## src/rtl/cdb_arbiter.sv

```systemverilog
// Shares one result bus between the ALU and LSB producers. Each producer has its own FIFO, and a
// round-robin grant picks one FIFO head per cycle.
// Latency: a result accepted at edge N is broadcast at edge N+1 at the earliest. There is no bypass.
// Backpressure: out_X_ready drops while that FIFO is full, during a misbranch, or while rdy is low.
// Optional stats counters are enabled with `define CDB_ARB_STATS_EN.
module cdb_arbiter #(
  parameter int TAG_W      = 4,
  parameter int DATA_W     = 32,
  parameter int FIFO_DEPTH = 2
) (
  input  logic              clk,
  input  logic              rst_n,
  input  logic              rdy,
  input  logic              in_rob_misbranch,
  input  logic [TAG_W-1:0]  in_alu_tag,
  input  logic [DATA_W-1:0] in_alu_value,
  output logic              out_alu_ready,
  input  logic [TAG_W-1:0]  in_lsb_tag,
  input  logic [DATA_W-1:0] in_lsb_value,
  output logic              out_lsb_ready,
  output logic [TAG_W-1:0]  out_cdb_tag,
  output logic [DATA_W-1:0] out_cdb_value
`ifdef CDB_ARB_STATS_EN
  ,
  output logic [31:0]       out_stat_alu_grants,
  output logic [31:0]       out_stat_lsb_grants,
  output logic [31:0]       out_stat_conflicts
`endif
);

  localparam int PW = $clog2(FIFO_DEPTH);
  localparam int CW = $clog2(FIFO_DEPTH) + 1;
  localparam logic [TAG_W-1:0] ZERO_TAG_ROB = '0;
  // Source index 0 is the ALU and index 1 is the LSB. last_grant holds that index.
  localparam logic GRANT_ALU = 1'b0;
  localparam logic GRANT_LSB = 1'b1;

  logic [TAG_W-1:0]  src_tag  [2];
  logic [DATA_W-1:0] src_val  [2];
  logic [TAG_W-1:0]  head_tag [2];
  logic [DATA_W-1:0] head_val [2];
  logic [1:0]        src_ready;
  logic [1:0]        push;
  logic [1:0]        pop;
  logic [1:0]        head_vld;
  logic              arb_en;
  logic              gsel;
  logic              last_grant;

  assign src_tag[0]    = in_alu_tag;
  assign src_val[0]    = in_alu_value;
  assign src_tag[1]    = in_lsb_tag;
  assign src_val[1]    = in_lsb_value;
  assign out_alu_ready = src_ready[0];
  assign out_lsb_ready = src_ready[1];
  assign arb_en        = rdy && !in_rob_misbranch;
  assign gsel          = pop[1];

  for (genvar s = 0; s < 2; s++) begin : g_fifo
    logic [TAG_W-1:0]  tag_mem [FIFO_DEPTH];
    logic [DATA_W-1:0] val_mem [FIFO_DEPTH];
    logic [PW-1:0]     wr_ptr;
    logic [PW-1:0]     rd_ptr;
    logic [CW-1:0]     cnt;

    // Ready is based on the count before the edge, so a full FIFO refuses a push even while it pops.
    assign src_ready[s] = arb_en && (cnt < CW'(FIFO_DEPTH));
    assign push[s]      = src_ready[s] && (src_tag[s] != ZERO_TAG_ROB);
    assign head_vld[s]  = (cnt != '0);
    assign head_tag[s]  = tag_mem[rd_ptr];
    assign head_val[s]  = val_mem[rd_ptr];

    // The storage array is not reset. The count alone decides which entries are live.
    always_ff @(posedge clk) begin
      if (push[s]) begin
        tag_mem[wr_ptr] <= src_tag[s];
        val_mem[wr_ptr] <= src_val[s];
      end
    end

    // Pointer and count bookkeeping. A misbranch empties the FIFO. Pointers wrap because the depth is a power of two.
    always_ff @(posedge clk or negedge rst_n) begin
      if (!rst_n) begin
        cnt    <= '0;
        wr_ptr <= '0;
        rd_ptr <= '0;
      end else if (rdy && in_rob_misbranch) begin
        cnt    <= '0;
        wr_ptr <= '0;
        rd_ptr <= '0;
      end else begin
        if (push[s]) wr_ptr <= wr_ptr + PW'(1);
        if (pop[s])  rd_ptr <= rd_ptr + PW'(1);
        case ({push[s], pop[s]})
          2'b10:   cnt <= cnt + CW'(1);
          2'b01:   cnt <= cnt - CW'(1);
          default: cnt <= cnt;
        endcase
      end
    end
  end

  // Round-robin pick. On a tie the source not granted last time wins. Otherwise any single valid head wins.
  always_comb begin
    pop = 2'b00;
    if (arb_en) begin
      if (head_vld == 2'b11) pop = (last_grant == GRANT_LSB) ? 2'b01 : 2'b10;
      else                   pop = head_vld;
    end
  end

  // Registered broadcast. The tag lasts one cycle. The value is held while the bus is idle or frozen.
  always_ff @(posedge clk or negedge rst_n) begin
    if (!rst_n) begin
      out_cdb_tag   <= '0;
      out_cdb_value <= '0;
      last_grant    <= GRANT_LSB;
    end else if (rdy) begin
      if (in_rob_misbranch) begin
        out_cdb_tag <= '0;
      end else if (|pop) begin
        out_cdb_tag   <= head_tag[gsel];
        out_cdb_value <= head_val[gsel];
        last_grant    <= gsel;
      end else begin
        out_cdb_tag <= '0;
      end
    end
  end

`ifdef CDB_ARB_STATS_EN
  // Grant and conflict counters. They wrap, and they survive a misbranch.
  always_ff @(posedge clk or negedge rst_n) begin
    if (!rst_n) begin
      out_stat_alu_grants <= '0;
      out_stat_lsb_grants <= '0;
      out_stat_conflicts  <= '0;
    end else if (arb_en) begin
      if (pop[0])             out_stat_alu_grants <= out_stat_alu_grants + 32'd1;
      if (pop[1])             out_stat_lsb_grants <= out_stat_lsb_grants + 32'd1;
      if (head_vld == 2'b11)  out_stat_conflicts  <= out_stat_conflicts + 32'd1;
    end
  end
`endif

endmodule

```

## config.mk

```make
export PLATFORM = sky130hd
export DESIGN_NAME = cdb_arbiter
export DESIGN_NICKNAME = d
export VERILOG_FILES = /design/src/rtl/cdb_arbiter.sv
export SDC_FILE = /design/constraint.sdc
export NUM_CORES = 1
export LEC_CHECK = 0
export ABC_AREA = 1
export CORE_UTILIZATION = 43
export CTS_BUF_LIST = sky130_fd_sc_hd__clkbuf_8
export DETAILED_ROUTE_END_ITERATION = 10
export DONT_BUFFER_PORTS = 1
export HOLD_SLACK_MARGIN = 0.15
export SYNTH_ARGS = -nofsm -noshare
export SYNTH_HDL_FRONTEND = slang
export SYNTH_SLANG_ARGS = --single-unit
```

## constraint.sdc

```tcl
create_clock -name clk -period 3.1 [get_ports clk]
set_clock_uncertainty 0.2 [all_clocks]
set_input_delay 0.31 -clock clk [delete_from_list [all_inputs] [get_ports clk]]
set_output_delay 0.31 -clock clk [all_outputs]
set_load 0.005 [all_outputs]
```

==> run summary, run 1 <==
cell count listed in synth_stat.txt - 599
critical path's largest stage delay - 740 ps
worst-path cell with the longest stage delay - nand2_2
Antenna Violating Nets Remaining - 0
logic share of the area - 18.5%
Worst Setup SP - in_rob_misbranch
antenna fix cells - 0
Max transition margin - 30.8%
core area - 0.0166 mm^2
Tool Warnings - 26
total grt overflow - 0
Initial Utilization - 44.2%
Root Driver - clkbuf_8
R2R cell count - 7
WHS Endpoint - g_fifo[0].wr_ptr
vias in the first global route - 4812
cts repair resizes - 0
critical path, cell by cell - dlygate4sd3_1 > inv_1 > nand2_1 > nor2_1 > nand2_2 > o21ai_0 > nand3_1 > nand2_1 > dlygate4sd3_1
Die W - 133 um
Worst Hold Margin - 231 ps
first-pass GRT wire length - 25500 um
hold path depth - 6
status - finished clean
ratio of cells with drive above 1 in the final layout - 8.32%
non-clk buf share - 10.2%
Max Buffers Root-to-Sink - 2
number of antenna violations at the first check in global routing - 0
CP endpoint - out_cdb_tag[0]
# rows - 47
worst-margin pin slew - 1030 ps
Pleak - 3.49 nW
CP Depth - 9
worst path buffer plus inverter count - 3
max-cap violations - 0
RSZ-0062 raised after global routing - no
die height - 133 um
Synth Seq Share - 74.1%
number of synthesized register bits - 189
CP top delay family - buffers and inverters
RR Startpoint - g_fifo[1].cnt[1]
kind of critical path - primary input to flop
worst-path fanout max - 52
Final min period - 2780 ps
Slew Viols, Final - 0
Inst Count DP - 806
nonclk inv count - 37
router iterations before antenna repair - 6
die area - 0.0176 mm^2
Crit. End Element - flop
fraction of area in registers - 61.4%
clock buffer count from CTS - 17
hold buffers post-CTS - 79
clk sinks - 189
cells after synthesis - 599
CP Launch Type - primary input
synthesized area - 0.00735 mm^2
VDD IR-drop max - 0.471 mV
Avg Vias per Cell - 4.98
WL final - 15900 um
io pins - 114
final-layout clock buffer total - 18
largest net degree at the start of global routing - 55
CTS tree - yes
Area growth syn-to-layout - 20.7%
total power - 0.00693 W
Placer Congestion - 0.842
port bufs - 0
clk cell area share - 5.21%
Non-Filler Instances - 917
Flops - 189
worst hold-check path type - primary input to flop
Residual DRC - 0
Final Util - 53.3%
Syn Area/Cell - 12.3 um^2
## run 1: registers in the layout, summed over array words and instances (netlist names)
| name | count |
|---|---|
| out_cdb_tag | 4 |
| g_fifo.wr_ptr | 2 |
| g_fifo.rd_ptr | 2 |
| last_grant | 1 |
| g_fifo.tag_mem | 16 |
| g_fifo.cnt | 4 |
| g_fifo.val_mem | 128 |
| out_cdb_value | 32 |
## run 1: cell usage in the layout, fill, tap and decap left out, types with 18 or more instances in the layout
cell / instances
inv_1: 35
nand3_1: 31
dlygate4sd3_1: 78
nand2_1: 204
o211ai_1: 32
o21ai_0: 28
nor2_1: 24
edfxtp_1: 144
dfrtp_1: 42
clkbuf_8: 18
## run 1: synthesized netlist by cell type (all sizes together)
cell	instances	share of area [%]
nor2	30	1.6
nand2	206	11
nor3	2	0.14
inv	36	1.8
nand4	2	0.17
mux2i	15	2.0
nand3	31	2.1
dfrtp	44	15
a21boi	1	0.10
dfstp	1	0.36
o21ai	28	1.9
edfxtp	144	59
o211ai	32	3.3
clkbuf	8	0.41
clkinv	1	0.051
buf	18	1.7
## run 1: power breakdown
part | internal, W | switching (W) | leakage, nW
logic | 0.000575 | 0.000914 | 1.39
registers | 0.00317 | 0.000435 | 1.87
clock network | 0.000985 | 0.000855 | 0.235
## run 1: metrics by stage
step                setup slack (ps)  cell area [um^2]
detailed placement               867              7610
floorplan                        220              7350
CTS                              354              8880
finish                           323              8880
global route                     101              8880
global placement                 907              7610
## run 1: kinds of logic after synthesis
kind of cell,share of synthesized area (%)
and+or+nand+nor,14.6
DFF,74.1
buffers and inverters,3.95
AOI/OAI and AO/OA,5.27
muxes,2.04
## run 1: metal layers
layer	wire, um	track usage (%)	vias up
li1	-	-	2224
met1	6780	24.1	2226
met2	8020	32.7	108
met3	947	5.36	13
met4	157	5.75	0
met5	0	0	-
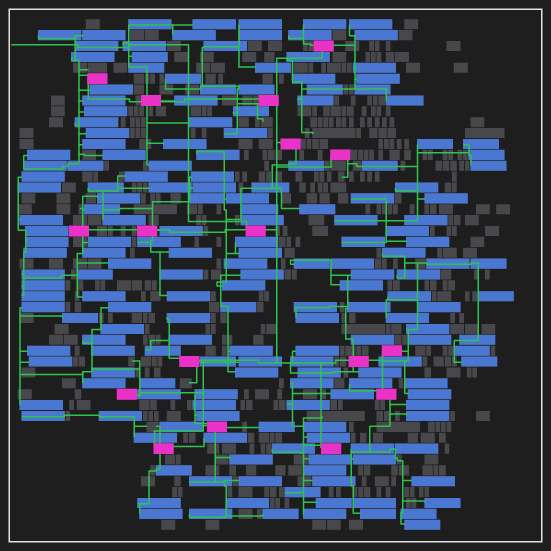
**Above:** run 1 (routed clock nets over the placement).
Scale: 4 px per um.
[flip-flops] blue | count: 189
[clock drivers] magenta | count: 17
[clock wires] green | length: 1990 um
routed clock nets: 18
worst skew pair latency: 460 ps
clk pwr: 0.00184 W
Clock power frac: 26.5%

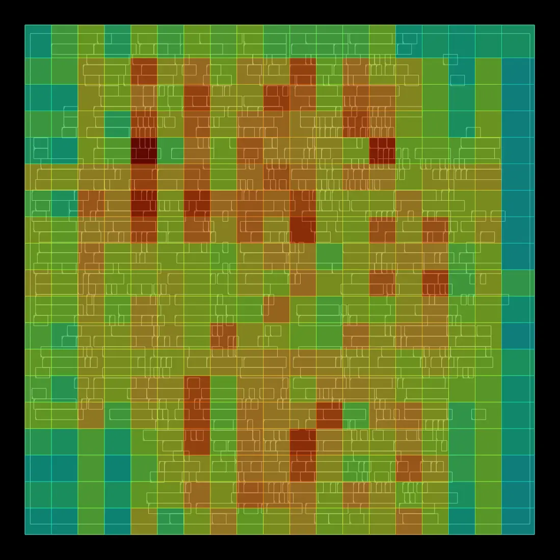
**Above:** run 1 (routing congestion).
global routing usage on met1: 24.1%
met3 Use GR: 5.36%

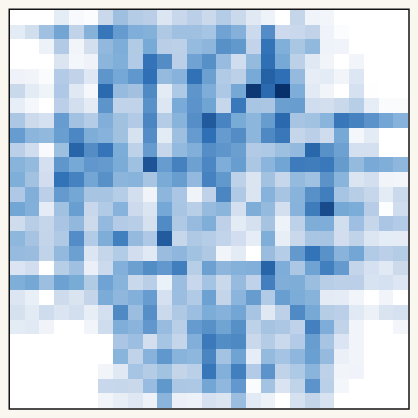
**Above:** run 1 (routed metal per tile).
Scale: 3 px per um. 27 x 27 tiles, from white (low) to dark blue (high), scaled to the fullest tile. Values are wire area over tile area, all layers added.
tiles over half the peak: 21%
nearly empty tiles: 14%
fullest tile: 0.45
emptiest ninth of the die: lower left
mean over tiles: 0.14
wire per inst: 17.3 um
detailed-route via count: 4571

==> run 2: changes to the inputs <==
--- a/config.mk
+++ b/config.mk
@@ -5,12 +5,13 @@
 export SDC_FILE = /design/constraint.sdc
 export NUM_CORES = 1
 export LEC_CHECK = 0
-export ABC_AREA = 1
+export CAP_MARGIN = 30
 export CORE_UTILIZATION = 43
 export CTS_BUF_LIST = sky130_fd_sc_hd__clkbuf_8
 export DETAILED_ROUTE_END_ITERATION = 10
 export DONT_BUFFER_PORTS = 1
 export HOLD_SLACK_MARGIN = 0.15
+export REMOVE_ABC_BUFFERS = 1
 export SYNTH_ARGS = -nofsm -noshare
 export SYNTH_HDL_FRONTEND = slang
 export SYNTH_SLANG_ARGS = --single-unit
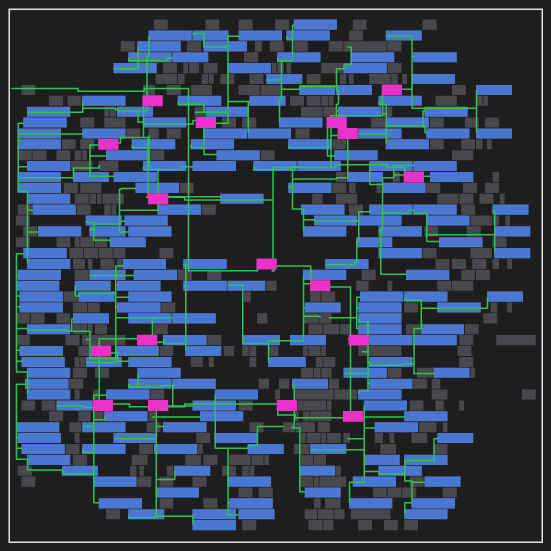
**Above:** run 2 (routed clock nets over the placement).
Scale: 4 px per um.
[clock wires] green | length: 2010 um
[clock drivers] magenta | count: 17
[flip-flops] blue | count: 189
routed clock nets: 18
clk pwr: 0.00167 W
worst skew pair latency: 450 ps
Clock power frac: 24.7%

==> run 2 against run 1 <==
  * Synthesized cell count down 30%
  * Synthesized area is 0.14% higher
  * Combinational power is essentially flat
  * Utilization fell by 0.20 points
  * Fmax is 7.1% higher
  * Clock-buffer cell count stayed put
  * Power fell by 2.5%
  * Die area is 0.14% higher
  * Sequential cell count stayed put
  * Non-clock buffer count shrank 1
  * Register-to-register slack better by 370 ps
==> run summary, run 2 <==
status - finished clean (unchanged)
Final min period - 2590 ps (was 2780 ps)
number of synthesized register bits - 189 (unchanged)
CTS tree - yes (unchanged)
R2R cell count - 5 (was 7)
commonest cells in the netlist - edfxtp_1, mux2i_1, dfrtp_1 (was nand2_1, edfxtp_1, dfrtp_1)
XOR Share, Synth - 0.595% (was 0%)
ys async rst share - 23.8% (unchanged)
max-cap violations - 0 (unchanged)
Residual DRC - 0 (unchanged)
M1 WL - 5890 um (was 6780 um)
Max Buffers Root-to-Sink - 2 (unchanged)
Synth top cell by count - edfxtp_1 (was nand2_1)
cell count listed in synth_stat.txt - 420 (was 599)
Pleak - 3.20 nW (was 3.49 nW)
die height - 133 um (about the same)
RR Startpoint - g_fifo[1].cnt[1] (unchanged)
first-pass GRT wire length - 22200 um (was 25500 um)
Sw Ratio - 29.1% (was 31.8%)
worst hold-check path type - primary input to asynchronous set/reset pin (was primary input to flop)
Comb pwr share - 21.8% (was 21.5%)
Max transition margin - 41.1% (was 30.8%)
cts repair resizes - 0 (unchanged)
Inst Count DP - 631 (was 806)
top cells by area - edfxtp_1, dfrtp_1, mux2i_1 (was edfxtp_1, dfrtp_1, nand2_1)
Tool Warnings - 25 (was 26)
CP Launch Type - primary input (unchanged)
synthesized area - 0.00736 mm^2 (was 0.00735 mm^2)
clock buffer count from CTS - 17 (unchanged)
Seq power - 0.00362 W (was 0.00360 W)
largest area contributor in the netlist - edfxtp_1 (unchanged)
worst-path fanout max - 10 (was 52)
comb area leader - multiplexers (was simple AND/OR/NAND/NOR gates)
Top Consumer - sequential cells (unchanged)
flip-flops with a built-in enable - 144 (unchanged)
vias in the first global route - 4119 (was 4812)
top layer in use - met4 (unchanged)
Top Registers - g_fifo.val_mem: 128 flops, out_cdb_value: 32 flops, g_fifo.tag_mem: 16 flops (unchanged)
Antenna Violating Nets Remaining - 0 (unchanged)
P_int - 0.00479 W (was 0.00473 W)
max reg flops - 128 (unchanged)
clk sinks - 189 (unchanged)
Switching Power - 0.00197 W (was 0.00220 W)
WL final - 13900 um (was 15900 um)
Worst Setup SP - rdy (was in_rob_misbranch)
Root Driver - clkbuf_8 (unchanged)
Top Layout Cells - edfxtp_1, dlygate4sd3_1, mux2i_1, dfrtp_1, nand2_1 (was nand2_1, edfxtp_1, dlygate4sd3_1, dfrtp_1, inv_1)
met3 routed WL - 1020 um (was 947 um)
die area - 0.0177 mm^2 (was 0.0176 mm^2)
Placer Congestion - 0.722 (was 0.842)
Area growth syn-to-layout - 20.1% (was 20.7%)
number of antenna violations at the first check in global routing - 0 (unchanged)
Syn Area/Cell - 17.5 um^2 (was 12.3 um^2)
register share of total power - 53.5% (was 52.0%)
comb pwr - 0.00147 W (was 0.00149 W)
io pins - 114 (unchanged)
VDD IR-drop max - 0.491 mV (was 0.471 mV)
Die W - 133 um (about the same)
worst-margin pin slew - 873 ps (was 1030 ps)
Non-Filler Instances - 741 (was 917)
Mux area share - 14.9% (was 2.04%)
Synth Seq Share - 74.0% (was 74.1%)
Largest Register - g_fifo.val_mem (unchanged)
Adder Area Share - 0% (unchanged)
total grt overflow - 0 (unchanged)
Synth Flop Type - edfxtp_1 (unchanged)
cells after synthesis - 420 (was 599)
largest net degree at the start of global routing - 46 (was 55)
Avg Vias per Cell - 5.06 (was 4.98)
Worst Hold Margin - 187 ps (was 231 ps)
RSZ-0062 raised after global routing - no (unchanged)
post-synth top area share - 58.7% (was 58.8%)
Crit. End Element - flop (unchanged)
CP endpoint - g_fifo[1].wr_ptr (was out_cdb_tag[0])
Critical R2R Capture - g_fifo[1].wr_ptr (was out_cdb_tag[0])
ratio of cells with drive above 1 in the final layout - 16.9% (was 8.32%)
yosys simple share - 3.09% (was 14.6%)
Slew Viols, Final - 0 (unchanged)
WL met2 - 6910 um (was 8020 um)
most numerous logic cell after layout - edfxtp_1 (was nand2_1)
hold buffers post-CTS - 78 (was 79)
Complex Gates by Area - 5.08% (was 5.27%)
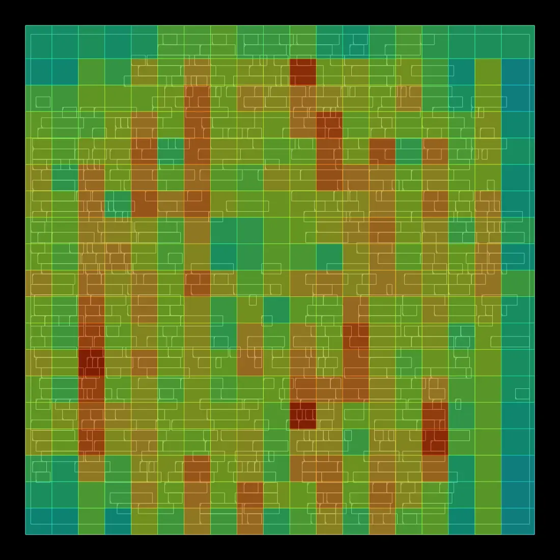
**Above:** run 2 (routing congestion).
global routing usage on met1: 20.3%
GRT Total Usage: 17.0%
met3 Use GR: 6.70%
Final Util: 53.2%
wire per inst: 18.8 um

-- run 2: cell count changes in the layout (fill, tap and decap cells not counted), moves of 4 or more --
| cell | before | now |
|---|---|---|
| o221ai_1 | 0 | 11 |
| o211ai_1 | 32 | 1 |
| mux2i_1 | 15 | 74 |
| o21ai_0 | 28 | 6 |
| inv_1 | 35 | 7 |
| mux2_4 | 0 | 19 |
| nand2_1 | 204 | 37 |
| xnor2_1 | 0 | 4 |
| nor2_1 | 24 | 1 |
| o21ai_1 | 0 | 19 |
| nand3_1 | 31 | 2 |
| mux2_2 | 0 | 6 |
-- run 2: cell type report --
cell class	instances	area share (%)
flip-flops and latches	189	61.7
well taps	220	3.11
clock inverters	14	1.88
repair buffers	91	10.1
inverters	7	0.297
multi-input cells	202	20.1
clock buffers	18	2.80
-- run 2: per-stage QoR --
step / cell area [um^2] / setup WS (ps) / power (W) / setup TNS [ps] / utilization, %
2_1_floorplan: 7220 / -494 / 0.00462 / -14380 / -
3_3_place_gp: 7630 / 722 / 0.00499 / 0 / 45.9
3_5_place_dp: 7630 / 695 / 0.00505 / 0 / 45.9
4_1_cts: 8850 / 494 / 0.00685 / 0 / 53.2
5_1_grt: 8850 / 428 / 0.00713 / 0 / 53.2
6_report: 8850 / 506 / 0.00676 / 0 / 53.2
-- run 2: worst max-delay path, cell delays in order --
cell and delay [ps]:
dlygate4sd3_1 770, nor3b_1 490, o41ai_2 300, xnor2_1 190
a21oi_1 160, dlygate4sd3_1 560
-- run 2: cell families (layout without fill, tap and decap cells) --
kind of cell / after synthesis / after routing
multiplexers: 99 / 99
AND/OR/NAND/NOR: 48 / 48
XOR/XNOR: 5 / 5
buffers and inverters: 29 / 130
AND-OR/OR-AND: 50 / 50
flip-flops: 189 / 189
Power and IR drop assume default switching activity.
